[src/rtl/vend_credit_ctrl.sv]
// Vending machine credit sequencer: accepts coins, vends on select,
// then pays out the remaining credit as change, largest coin first.
module vend_credit_ctrl #(
  parameter int N     = 4,
  parameter int PRICE = 3
) (
  input  logic         clk,
  input  logic         reset,
  input  logic         coin1,
  input  logic         coin2,
  input  logic         select,
  input  logic         cancel,
  output logic [N-1:0] credit,
  output logic         vend,
  output logic         change1,
  output logic         change2,
  output logic         coin_reject,
  output logic         deny,
  output logic         busy
);

  localparam int MAXC = 2**N - 1;

  localparam logic [N-1:0] L_PRICE = N'(PRICE);
  localparam logic [N-1:0] L_MAX1  = N'(MAXC - 1);
  localparam logic [N-1:0] L_MAX2  = N'(MAXC - 2);
  localparam logic [N-1:0] L_ONE   = N'(1);
  localparam logic [N-1:0] L_TWO   = N'(2);

  typedef enum logic [1:0] {
    ACCEPT = 2'd0,
    VEND   = 2'd1,
    CHANGE = 2'd2
  } state_t;

  state_t       r_state;
  state_t       w_state_nx;
  logic [N-1:0] r_credit;
  logic [N-1:0] w_credit_nx;
  logic         r_rej;
  logic         w_rej_nx;
  logic         r_deny;
  logic         w_deny_nx;

  always_ff @(posedge clk or posedge reset) begin
    if (reset) begin
      r_state  <= ACCEPT;
      r_credit <= '0;
      r_rej    <= 1'b0;
      r_deny   <= 1'b0;
    end else begin
      r_state  <= w_state_nx;
      r_credit <= w_credit_nx;
      r_rej    <= w_rej_nx;
      r_deny   <= w_deny_nx;
    end
  end

  always_comb begin
    w_state_nx  = r_state;
    w_credit_nx = r_credit;
    w_rej_nx    = 1'b0;
    w_deny_nx   = 1'b0;
    case (r_state)
      ACCEPT: begin
        if (cancel) begin
          w_state_nx = CHANGE;
          w_rej_nx   = coin1 | coin2;
        end else if (select && (r_credit >= L_PRICE)) begin
          w_state_nx = VEND;
          w_rej_nx   = coin1 | coin2;
        end else begin
          w_deny_nx = select;
          // coin2 wins a tie; a simultaneous coin1 is always returned
          if (coin2) begin
            if (r_credit <= L_MAX2) begin
              w_credit_nx = r_credit + L_TWO;
            end else begin
              w_rej_nx = 1'b1;
            end
            if (coin1) begin
              w_rej_nx = 1'b1;
            end
          end else if (coin1) begin
            if (r_credit <= L_MAX1) begin
              w_credit_nx = r_credit + L_ONE;
            end else begin
              w_rej_nx = 1'b1;
            end
          end
        end
      end
      VEND: begin
        w_rej_nx    = coin1 | coin2;
        w_credit_nx = r_credit - L_PRICE;
        if (r_credit != L_PRICE) begin
          w_state_nx = CHANGE;
        end else begin
          w_state_nx = ACCEPT;
        end
      end
      CHANGE: begin
        w_rej_nx = coin1 | coin2;
        if (r_credit >= L_TWO) begin
          w_credit_nx = r_credit - L_TWO;
          if (r_credit == L_TWO) begin
            w_state_nx = ACCEPT;
          end
        end else begin
          w_credit_nx = '0;
          w_state_nx  = ACCEPT;
        end
      end
      default: begin
        w_state_nx  = ACCEPT;
        w_credit_nx = '0;
      end
    endcase
  end

  assign credit      = r_credit;
  assign vend        = (r_state == VEND);
  assign change2     = (r_state == CHANGE) && (r_credit >= L_TWO);
  assign change1     = (r_state == CHANGE) && (r_credit == L_ONE);
  assign coin_reject = r_rej;
  assign deny        = r_deny;
  assign busy        = (r_state != ACCEPT);

endmodule

[config.mk]
export PLATFORM = sky130hd
export DESIGN_NAME = vend_credit_ctrl
export DESIGN_NICKNAME = d
export VERILOG_FILES = /design/src/rtl/vend_credit_ctrl.sv
export SDC_FILE = /design/constraint.sdc
export NUM_CORES = 1
export LEC_CHECK = 0
export CORE_MARGIN = 2
export CORE_UTILIZATION = 55
export CTS_CLUSTER_SIZE = 24
export DETAILED_ROUTE_END_ITERATION = 6
export HOLD_SLACK_MARGIN = 0.08
export PLACE_DENSITY = 0.91
export SLEW_MARGIN = 20
export SYNTH_ARGS = -nofsm -noshare
export SYNTH_HDL_FRONTEND = slang
export SYNTH_SLANG_ARGS = --single-unit
[constraint.sdc]
create_clock -name clk -period 4 [get_ports clk]
set_clock_uncertainty 0.1 [all_clocks]
set_input_delay 0.4 -clock clk [delete_from_list [all_inputs] [get_ports clk]]
set_output_delay 0.4 -clock clk [all_outputs]
set_load 0.01 [all_outputs]
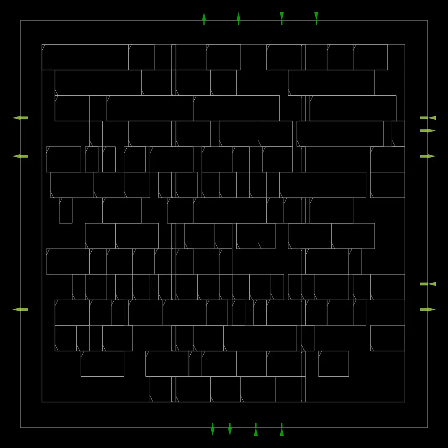
final_placement.png
Tap Count: 16
filler cell count: 127
seq_cells: 8

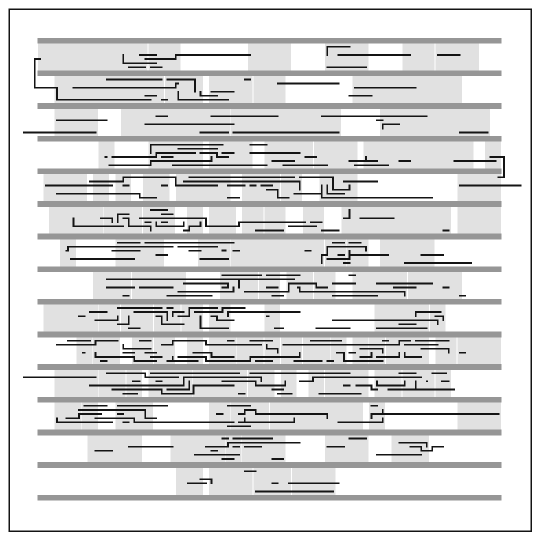
met1.png
Scale: 12 px per µm. Supply wires on this layer in grey. Cells faint in the background.
share of all routed wire = 41%
wire length on this layer = 814 µm
Total Wirelength: 2.00 mm
routed vias: 812
M1 GR Usage: 33.1%

==> flow_summary.toml <==
# physical design summary
[clock_tree]
cts.htree.levels = 1
cts_resized = 0
post-cts-setup-buffer-count = 0
cts_hold_buf = 0
ctsRootBufferMaster = "clkbuf_4"
clockBufferDepth = 2
clock.latency.late_pin_ns = 0.25
clock_sinks = 8
clkTransAtPathRegs_ns = 0.05
cts_buffers = 3
cts_tree = "done"

[worst_setup_path]
critPathArrivalTime_ns = 2.00
crit_chain = "inv_1 -> ha_1 -> nand2b_1 -> a31oi_1 -> clkdlybuf4s50_1"
start_kind = "flip-flop"
critical-path-max-stage-delay_ns = 0.55
cp_slowest_cell = "clkdlybuf4s50_1"
worstPathRequired_ns = 3.50
path_max_fanout = 11
cp_top_family = "buffers and inverters"
critPathBufInv = 2
criticalPathCategory = "flip-flop to output port"
worstSetupEndpointType = "output port"

[synthesis]
ys_warn_count = 0
largest_area_cell = "dfrtp_1"
top_cells_by_count = "inv_1, ha_1, a21oi_1, dfrtp_1, nor2_1"
synth_area_per_cell_um2 = 8.78
yosys_cells = 97
yosysUniqueCellTypes = 36
synthMostInstantiatedCell = "inv_1"
topCellsByArea = "dfrtp_1, ha_1, inv_1"
synth_top_area_share_pct = 23.5
syn_inst = 97
synthArstFlopShare_pct = 100
synthFlopType = "dfrtp_1"
edf_count = 0
syn_area_um2 = 852
yosys_area_um2 = 852
synth_flops = 8
fp_nets = 114
ys_seq_share_pct = 23.5

[route]
dr.pass1.iters = 4
top_layer = "met4"
met2_length_mm = 1.02
routedWlPerCell_um = 15.7
drc = 0
via_per_inst = 6.39
drt-initial-drc-count = 28
wl_met1_um = 814
postRouteAntennaNets = 0
met3_length_um = 137

[finish]
fin_util_pct = 69.0
num_antenna_cells = 0
most-common-layout-cells = "clkdlybuf4s50_1, inv_1, ha_1"
stdcell_area_um2 = 1020
nets = 130
drive_above_1_share_pct = 6.31
layout.cells.non_filler = 127
mostFrequentLayoutCell = "clkdlybuf4s50_1"
area_growth_pct = 19.2

[final_timing]
tns_ns = 0
relSlewSlack_pct = 68.9
worst_pin_slew_ns = 0.467
drv_slew = 0
max_clock_freq_ghz = 0.401
fin_crit_sh_pct = 62.4
grt_setup_unrepaired = "false"
setup_ws_ns = 1.50
setup-violations-final = 0
holdWs_ns = 0.288
finalHoldViolations = 0
period_needed_ns = 2.50

[floorplanning]
num_rows = 14
die_area_um2 = 1880
coreArea_um2 = 1470
fp_util_pct = 57.9
io_pins = 16
die_y_um = 43.4
die_w_um = 43.4

[power]
maxPowerGroup = "combinational logic"
seqPwrFrac_pct = 22.5
p_comb_mw = 0.556
power_density_nw_per_um2 = 780
p_leak_nw = 0.458
pwr-share-comb_pct = 70.1
swShare_pct = 47.8
powerSeq_mw = 0.178
switchingPower_mw = 0.379
ir_drop_mv = 0.510
powerClk_mw = 0.0588
clockPowerShare_pct = 7.4
p_total_mw = 0.793
p_int_mw = 0.414

[placed_design]
io_buffers = 15
pre_cts_slack_ns = 1.79
placedInstanceArea_um2 = 993
hpwl_mm = 1.58
place.gp.congestion = 0.958
dpl.cell_count = 124

[global_routing]
antenna_found_initial = 0
grt_overflow = 0
grtUsageTotal_pct = 24.6
grt_max_degree = 13
grt_pass1_vias = 820
grt_pass1_wl_mm = 3.55

[min_path]
hold_path.class = "primary input to async pin"

[run]
warning_count = 34
drv_cap = 0

[status]
status = "finished clean"
-- kinds of logic (layout without fill, tap and decap cells) --
family | Yosys count | in the layout | share of synthesized area, %
buffers and inverters | 17 | 31 | 9.10
flip-flops | 8 | 8 | 23.5
AND/OR/NAND/NOR | 22 | 22 | 14.5
XOR/XNOR | 2 | 2 | 2.06
adder cells (fa/ha/maj) | 11 | 11 | 16.2
multiplexers | 4 | 4 | 4.99
AND-OR/OR-AND | 33 | 33 | 29.7
-- area by class of cell --
class | instances | area [µm²]
Tap cell | 16 | 20.0
Clock buffer | 3 | 22.5
Sequential cell | 8 | 200
Timing Repair Buffer | 15 | 150
Fill cell | 127 | 455
Inverter | 13 | 48.8
Multi-Input combinational cell | 72 | 574
-- flip-flops by register name, indices dropped and copies added, names as in the netlist --
name         cells
coin_reject      1
credit           4
deny             1
r_state          2
-- worst register-to-register path: cells and delay by family (launching register included) --
kind | cells | cell delay [ns]
compound gates | 2 | 0.39
fa+ha+maj | 1 | 0.23
flops | 1 | 0.51
simple gates | 1 | 0.21
buf+inv | 1 | 0.20
mux | 1 | 0.34
-- worst paths after layout --
check / start / endpoint / slack, ns / depth (start not counted)
setup / recovery: credit[2] / change2 / 1.50 / 5
hold reg to reg: r_state[0] / r_state[0] / 0.48 / 1
max in group asynchronous: reset / deny / 3.29 / 2
min in group clk: r_state[0] / r_state[0] / 0.48 / 1
hold / removal: reset / credit[2] / 0.29 / 2
setup reg to reg: credit[1] / credit[0] / 1.90 / 6
-- routing by layer --
metal / vias up / track usage [%]
met4: 0 / 4.85
met2: 40 / 40.6
met3: 4 / 5.83
li1: 378 / -
met5: - / 0
met1: 390 / 33.1
Power figures rest on the tool's default switching activity, not on a simulated workload.
